### config.mk
export PLATFORM = sky130hd
export DESIGN_NAME = rr_stream_demux_flat
export DESIGN_NICKNAME = d
export VERILOG_FILES = /design/src/rtl/rr_stream_demux_pkg.sv /design/src/rtl/rr_stream_demux_if.sv /design/src/rtl/rr_demux_lane.sv /design/src/rtl/rr_stream_demux.sv /design/src/flat_wrapper.sv
export SDC_FILE = /design/constraint.sdc
export NUM_CORES = 1
export LEC_CHECK = 0
export CORE_ASPECT_RATIO = 1.1
export CORE_MARGIN = 1
export CORE_UTILIZATION = 42
export CTS_CLUSTER_DIAMETER = 200
export DETAILED_ROUTE_END_ITERATION = 8
export PLACE_DENSITY_LB_ADDON = 0.15
export SETUP_SLACK_MARGIN = 0.15
export SLEW_MARGIN = 10
export SYNTH_ARGS = -nofsm -noshare
export SYNTH_HDL_FRONTEND = slang
export SYNTH_HIERARCHICAL = 1
export SYNTH_SLANG_ARGS = --single-unit
export TNS_END_PERCENT = 10
### constraint.sdc
create_clock -name clk -period 1.9 [get_ports clk]
set_input_delay 0.38 -clock clk [delete_from_list [all_inputs] [get_ports clk]]
set_output_delay 0.38 -clock clk [all_outputs]
set_load 0.02 [all_outputs]
### src/rtl/rr_stream_demux_pkg.sv
// Shared types and helpers for the round-robin stream demultiplexer.
// Contents: mode_e (gather/scatter operating mode), wrap_inc (lane pointer advance).
// No ports; imported by the interface, the lane register and the top level.
package rr_stream_demux_pkg;

  typedef enum logic {
    MODE_GATHER  = 1'b0,
    MODE_SCATTER = 1'b1
  } mode_e;

  // Advance a lane pointer with an explicit wrap so non-power-of-two lane
  // counts never leave the pointer sitting on a lane that does not exist.
  function automatic int unsigned wrap_inc(input int unsigned ptr, input int unsigned n);
    return (ptr == n - 1) ? 32'd0 : ptr + 32'd1;
  endfunction

endpackage

### src/rtl/rr_stream_demux_if.sv
// Stream + status bundle between a narrow source, the demux and its consumers.
// Ports: mode/in_valid/in_data/out_ready driven by the environment (master);
//        in_ready/out_data/out_valid/cur_lane/active_mode driven by the demux (slave).
interface rr_stream_demux_if
  import rr_stream_demux_pkg::*;
#(
  parameter int NUM_OUTS = 8,
  parameter int DATA_W   = 1
);
  localparam int CNT_W = $clog2(NUM_OUTS);

  mode_e                      mode;
  logic                       in_valid;
  logic                       in_ready;
  logic [DATA_W-1:0]          in_data;
  logic [NUM_OUTS*DATA_W-1:0] out_data;
  logic [NUM_OUTS-1:0]        out_valid;
  logic [NUM_OUTS-1:0]        out_ready;
  logic [CNT_W-1:0]           cur_lane;
  mode_e                      active_mode;

  modport master (
    output mode, in_valid, in_data, out_ready,
    input  in_ready, out_data, out_valid, cur_lane, active_mode
  );

  modport slave (
    input  mode, in_valid, in_data, out_ready,
    output in_ready, out_data, out_valid, cur_lane, active_mode
  );

endinterface

### src/rtl/rr_demux_lane.sv
// One output lane: a DATA_W holding register plus its full flag.
// Ports: clk, rst (sync, active-high); i_load/i_data capture a beat, i_clear empties;
//        o_data/o_full expose the held beat. Load and clear never coincide.
module rr_demux_lane
  import rr_stream_demux_pkg::*;
#(
  parameter int DATA_W = 1
) (
  input  logic              clk,
  input  logic              rst,
  input  logic              i_load,
  input  logic              i_clear,
  input  logic [DATA_W-1:0] i_data,
  output logic [DATA_W-1:0] o_data,
  output logic              o_full
);

  logic [DATA_W-1:0] r_data;
  logic              r_full;

  // Data is left in place on clear; consumers only look at it while full.
  always_ff @(posedge clk) begin
    if (rst) begin
      r_data <= '0;
      r_full <= 1'b0;
    end else if (i_load) begin
      r_data <= i_data;
      r_full <= 1'b1;
    end else if (i_clear) begin
      r_full <= 1'b0;
    end
  end

  assign o_data = r_data;
  assign o_full = r_full;

endmodule

### src/rtl/rr_stream_demux.sv
// Round-robin demux: successive input beats fill NUM_OUTS one-deep lanes in turn.
// Gather mode emits all lanes as one word; scatter mode drains each lane on its own.
// Ports: clk, rst (sync, active-high); bus (slave modport) carries the stream and status.
module rr_stream_demux
  import rr_stream_demux_pkg::*;
#(
  parameter int NUM_OUTS = 8,
  parameter int DATA_W   = 1
) (
  input  logic              clk,
  input  logic              rst,
  rr_stream_demux_if.slave  bus
);

  localparam int CNT_W = $clog2(NUM_OUTS);

  logic [CNT_W-1:0]           r_ptr;
  mode_e                      r_mode;
  logic [NUM_OUTS-1:0]        w_full;
  logic [NUM_OUTS-1:0]        w_load;
  logic [NUM_OUTS-1:0]        w_clear;
  logic [NUM_OUTS*DATA_W-1:0] w_data;
  logic                       w_in_ready;
  logic                       w_accept;
  logic                       w_word_done;
  logic                       w_idle;

  // Ready looks only at the target lane's flag, so out_ready never reaches in_ready.
  assign w_in_ready  = ~w_full[r_ptr];
  assign w_accept    = bus.in_valid & w_in_ready;
  assign w_word_done = &w_full;
  assign w_idle      = (w_full == '0) && (r_ptr == '0);

  // Gather only drains a complete word with every consumer ready at once;
  // scatter drains each full lane whose consumer is ready.
  always_comb begin
    w_clear = '0;
    if (r_mode == MODE_SCATTER) begin
      w_clear = w_full & bus.out_ready;
    end else if (w_word_done && (&bus.out_ready)) begin
      w_clear = '1;
    end
  end

  always_comb begin
    w_load = '0;
    if (w_accept) begin
      w_load[r_ptr] = 1'b1;
    end
  end

  // Mode is only re-sampled when nothing is held and the pointer is home,
  // so a word is never split across two modes.
  always_ff @(posedge clk) begin
    if (rst) begin
      r_ptr  <= '0;
      r_mode <= MODE_GATHER;
    end else begin
      if (w_accept) begin
        r_ptr <= CNT_W'(wrap_inc(32'(r_ptr), NUM_OUTS));
      end
      if (w_idle) begin
        r_mode <= bus.mode;
      end
    end
  end

  for (genvar gi = 0; gi < NUM_OUTS; gi++) begin : g_lane
    rr_demux_lane #(
      .DATA_W (DATA_W)
    ) u_lane (
      .clk     (clk),
      .rst     (rst),
      .i_load  (w_load[gi]),
      .i_clear (w_clear[gi]),
      .i_data  (bus.in_data),
      .o_data  (w_data[gi*DATA_W +: DATA_W]),
      .o_full  (w_full[gi])
    );
  end

  assign bus.out_data    = w_data;
  assign bus.out_valid   = (r_mode == MODE_SCATTER) ? w_full : {NUM_OUTS{w_word_done}};
  assign bus.in_ready    = w_in_ready;
  assign bus.cur_lane    = r_ptr;
  assign bus.active_mode = r_mode;

endmodule

### src/flat_wrapper.sv
// flat-port wrapper written by rule: the top's interface ports become plain ports
module rr_stream_demux_flat import rr_stream_demux_pkg::*;
#(
  parameter int NUM_OUTS = 8,
  parameter int DATA_W   = 1
)
  (clk, rst, bus_mode, bus_in_valid, bus_in_data, bus_out_ready, bus_in_ready, bus_out_data, bus_out_valid, bus_cur_lane, bus_active_mode);
  rr_stream_demux_if #(.NUM_OUTS(NUM_OUTS), .DATA_W(DATA_W)) bus_i ();
  input  logic clk;
  input  logic rst;
  input wire logic [$bits(bus_i.mode)-1:0] bus_mode;
  input wire logic [$bits(bus_i.in_valid)-1:0] bus_in_valid;
  input wire logic [$bits(bus_i.in_data)-1:0] bus_in_data;
  input wire logic [$bits(bus_i.out_ready)-1:0] bus_out_ready;
  output wire logic [$bits(bus_i.in_ready)-1:0] bus_in_ready;
  output wire logic [$bits(bus_i.out_data)-1:0] bus_out_data;
  output wire logic [$bits(bus_i.out_valid)-1:0] bus_out_valid;
  output wire logic [$bits(bus_i.cur_lane)-1:0] bus_cur_lane;
  output wire logic [$bits(bus_i.active_mode)-1:0] bus_active_mode;
  assign bus_i.mode = bus_mode;
  assign bus_i.in_valid = bus_in_valid;
  assign bus_i.in_data = bus_in_data;
  assign bus_i.out_ready = bus_out_ready;
  assign bus_in_ready = bus_i.in_ready;
  assign bus_out_data = bus_i.out_data;
  assign bus_out_valid = bus_i.out_valid;
  assign bus_cur_lane = bus_i.cur_lane;
  assign bus_active_mode = bus_i.active_mode;
  rr_stream_demux #(.NUM_OUTS(NUM_OUTS), .DATA_W(DATA_W)) u_core (.clk(clk), .rst(rst), .bus(bus_i));
endmodule
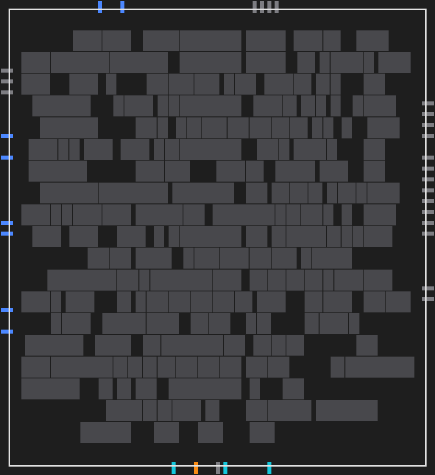
(images/io_placement.png)
(8 px per um) Pins as bars across the die edge, other pins in grey.
Key: orange = `bus_in_valid` [pins 1, direction input, edge south]; cyan = `bus_cur_lane` [pins 3, direction output, edge south]; blue = `bus_out_data` [pins 8, direction output, edge 6 west, 2 north]
I/O Buffers: 33
Die H: 56.9 um
die width: 51.9 um

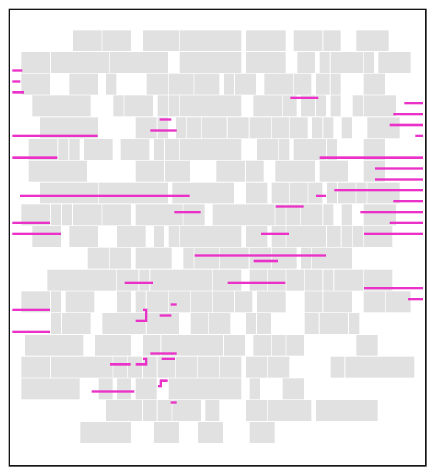
(images/layer_met3.png)
(8 px per um)
The layer holds 5.4% of the routed length. 39 nets have wire on it. The layer carries 200 um of wire.
total length of routed wires: 3.71 mm
grt met3 use: 4.07%
DR vias: 1,303

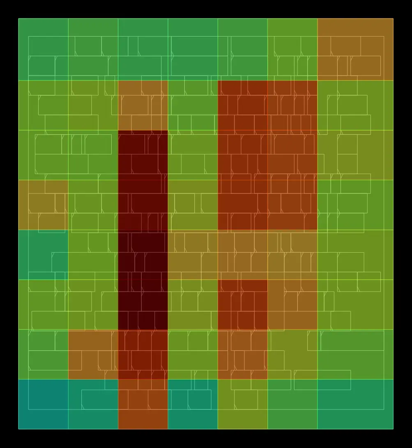
(images/congestion.png)
GR peak layer: met2
grt met2 use: 48.9%
GR Util met1: 32.7%
Routed WL per cell: 15.7 um
GRT Util Overall: 27.6%

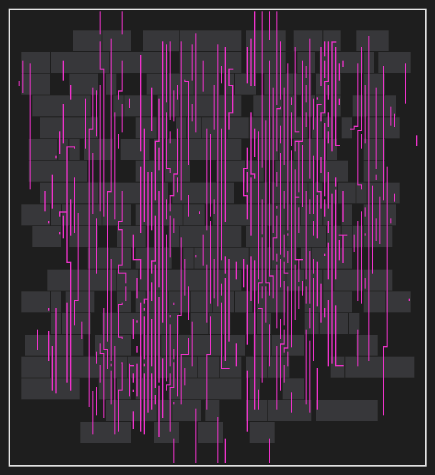
(images/layer_met2.png)
(8 px per um)
The wires run mostly vertical. The layer holds 53% of the routed length. The layer carries 1,980 um of wire. The longest straight run is 40.5 um. 196 nets have wire on it.

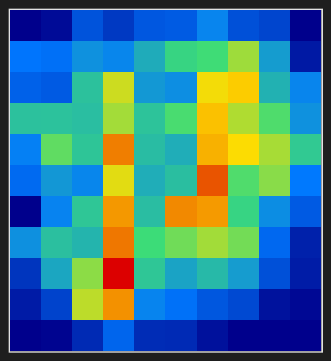
(images/metal_density.png)
(6 px per um) 10 x 11 tiles, from dark blue (low) to red (high), scaled to the fullest tile. Values are wire area over tile area, all layers added.
27% of the tiles are over half the peak. The mean over all tiles is 0.20. 8.2% of the tiles are nearly empty. The densest ninth of the die: centre. The fullest tile reaches 0.55.

==> results.json <==
{
  "root_buffer": "clkbuf_4",
  "arrival_ns": 1.57,
  "clock.fmax_mhz": 512,
  "synth_cells": 151,
  "cts_sinks": 20,
  "ys_top_cells_by_area": "dfxtp_1, mux2i_1, nand2_1, nand2b_1, nand3_1",
  "tns_ns": -0.350,
  "yosysWarnings": 6,
  "hold_path_depth": 2,
  "io_pins": 34,
  "hp-start": "u_core/g_lane[5].u_lane/o_full$_SDFFE_PP0P_",
  "fp-utilization_pct": 45.2,
  "nFillCells": 184,
  "first_iter_violations": 81,
  "p_per_area_nw_per_um2": 587,
  "postLayoutCoreUtil_pct": 74.0,
  "antenna_found_initial": 0,
  "fin_crit_sh_pct": 103,
  "skew_ns": 0.00514,
  "edf_count": 0,
  "top_cell_area_share_pct": 34.8,
  "synth_top_cell_by_count": "nand2_1",
  "crit_start": "u_core/g_lane[0].u_lane/o_full$_SDFFE_PP0P_",
  "ir_drop_mv": 0.544,
  "grt_overflow": 0,
  "cpPeakStageDelay_ns": 0.55,
  "end_kind": "output port",
  "violations": "setup timing",
  "power_frac_clock_pct": 26.6,
  "layout.cells.most_common": "buf_4",
  "switchingPower_mw": 0.337,
  "outcome": "finished, violations left",
  "postPlaceCellArea_um2": 1710,
  "coreArea_um2": 2540,
  "tool_warnings": 30,
  "crit_path_start_kind": "flip-flop",
  "dr.max_layer_used": "met4",
  "cp.required_ns": 1.52,
  "synth_top_flop_cell": "dfxtp_1",
  "vias_per_cell": 5.50,
  "synth.distinct_cells": 28,
  "rsz0062_at_grt": "true",
  "r2r_slack_ns": 0.07,
  "drt-met1-wl_mm": 1.47,
  "place.gp.congestion": 0.864,
  "dr_wl_met2_mm": 1.98,
  "cp-endpoint": "bus_out_valid[5]",
  "first_pass_iters": 4,
  "hpwl_mm": 2.51,
  "maxPowerGroup": "sequential cells",
  "dp_slack_ns": -0.152,
  "hold_end": "u_core/g_lane[5].u_lane/o_full$_SDFFE_PP0P_",
  "drv_cap": 0,
  "ys_cells": 151,
  "hp-class": "flip-flop to flip-flop",
  "post_cts_buffers": 0,
  "clockBufferDepth": 2,
  "path_max_fanout": 5,
  "nets": 223,
  "timing.hold.ws_ns": 0.512,
  "hold_viol_final": 0,
  "htree_num_levels": 1,
  "avgSynthCellArea_um2": 7.61,
  "total_power_mw": 1.11,
  "clk-power_mw": 0.294,
  "p_sw_share_pct": 30.5,
  "slew_headroom_pct": 76.9,
  "slowest_stage": "or4_4",
  "path_buffers": 1,
  "antenna_cells": 0,
  "layout_top_cells": "buf_4, nand2_1, clkdlybuf4s50_1",
  "clk_pin_slew_ns": 0.12,
  "setup_ws_ns": -0.0542,
  "instances_no_fill": 237,
  "wl_met3_um": 200,
  "core.rowCount": 19,
  "comb_power_share_pct": 31.3,
  "p_int_mw": 0.768,
  "crit_chain": "nand4_1 -> or4_4 -> nand2_1 -> buf_4",
  "pg_seq_mw": 0.465,
  "insertion_delay_ns": 0.30,
  "min_period_ns": 1.95,
  "grt_pass1_vias": 1268,
  "final-max-slew-violation-count": 0,
  "ys_async_sr_fraction_pct": 0,
  "reg2reg_depth": 8,
  "worstReg2RegStart": "u_core/bus.cur_lane[0]$_SDFFE_PP0P_",
  "ctsHoldBuffers": 0,
  "cts_buffers": 3,
  "finalSetupViolCount": 9,
  "drive_gt1_share_pct": 38.3,
  "netlist_area_um2": 1150,
  "worstMarginPinSlew_ns": 0.345,
  "post_synth_most_frequent_cells": "nand2_1, dfxtp_1, nand3_1, nor2_1, mux2i_1",
  "yosys-stat-area_um2": 1150,
  "power_frac_seq_pct": 42.1,
  "area_delta_synth_final_pct": 63.7,
  "ys_seq_share_pct": 34.8,
  "fp_nets": 167,
  "grt_pass1_wl_mm": 5.98,
  "cts_tree": "yes",
  "reg2reg_to": "u_core/g_lane[2].u_lane/o_data$_SDFFE_PP0P_",
  "largest_area_cell": "dfxtp_1",
  "grt_max_degree": 19,
  "ant_nets": 0,
  "crit_family": "simple AND/OR/NAND/NOR gates",
  "postLayoutCellArea_um2": 1880,
  "chip_area_um2": 2950
}
==> area by class of cell <==
cell class | count | area, um2 | share of cell area [%]
Inverter | 10 | 37.5 | 1.99
Multi-Input combinational cell | 115 | 841 | 44.7
Tap cell | 31 | 38.8 | 2.06
Sequential cell | 20 | 418 | 22.2
Timing Repair Buffer | 57 | 499 | 26.5
Clock buffer | 4 | 47.5 | 2.53
==> logic make-up (layout without fill, tap and decap cells) <==
logic type                 after synthesis  after routing  share of synthesized area (%)
DFF                                     20             20                           34.8
adders and majority gates                3              3                           3.26
and+or+nand+nor                         82             83                           36.2
AOI/OAI and AO/OA                       18             18                           8.92
buffers and inverters                   17             71                           7.18
muxes                                   11             11                           9.58
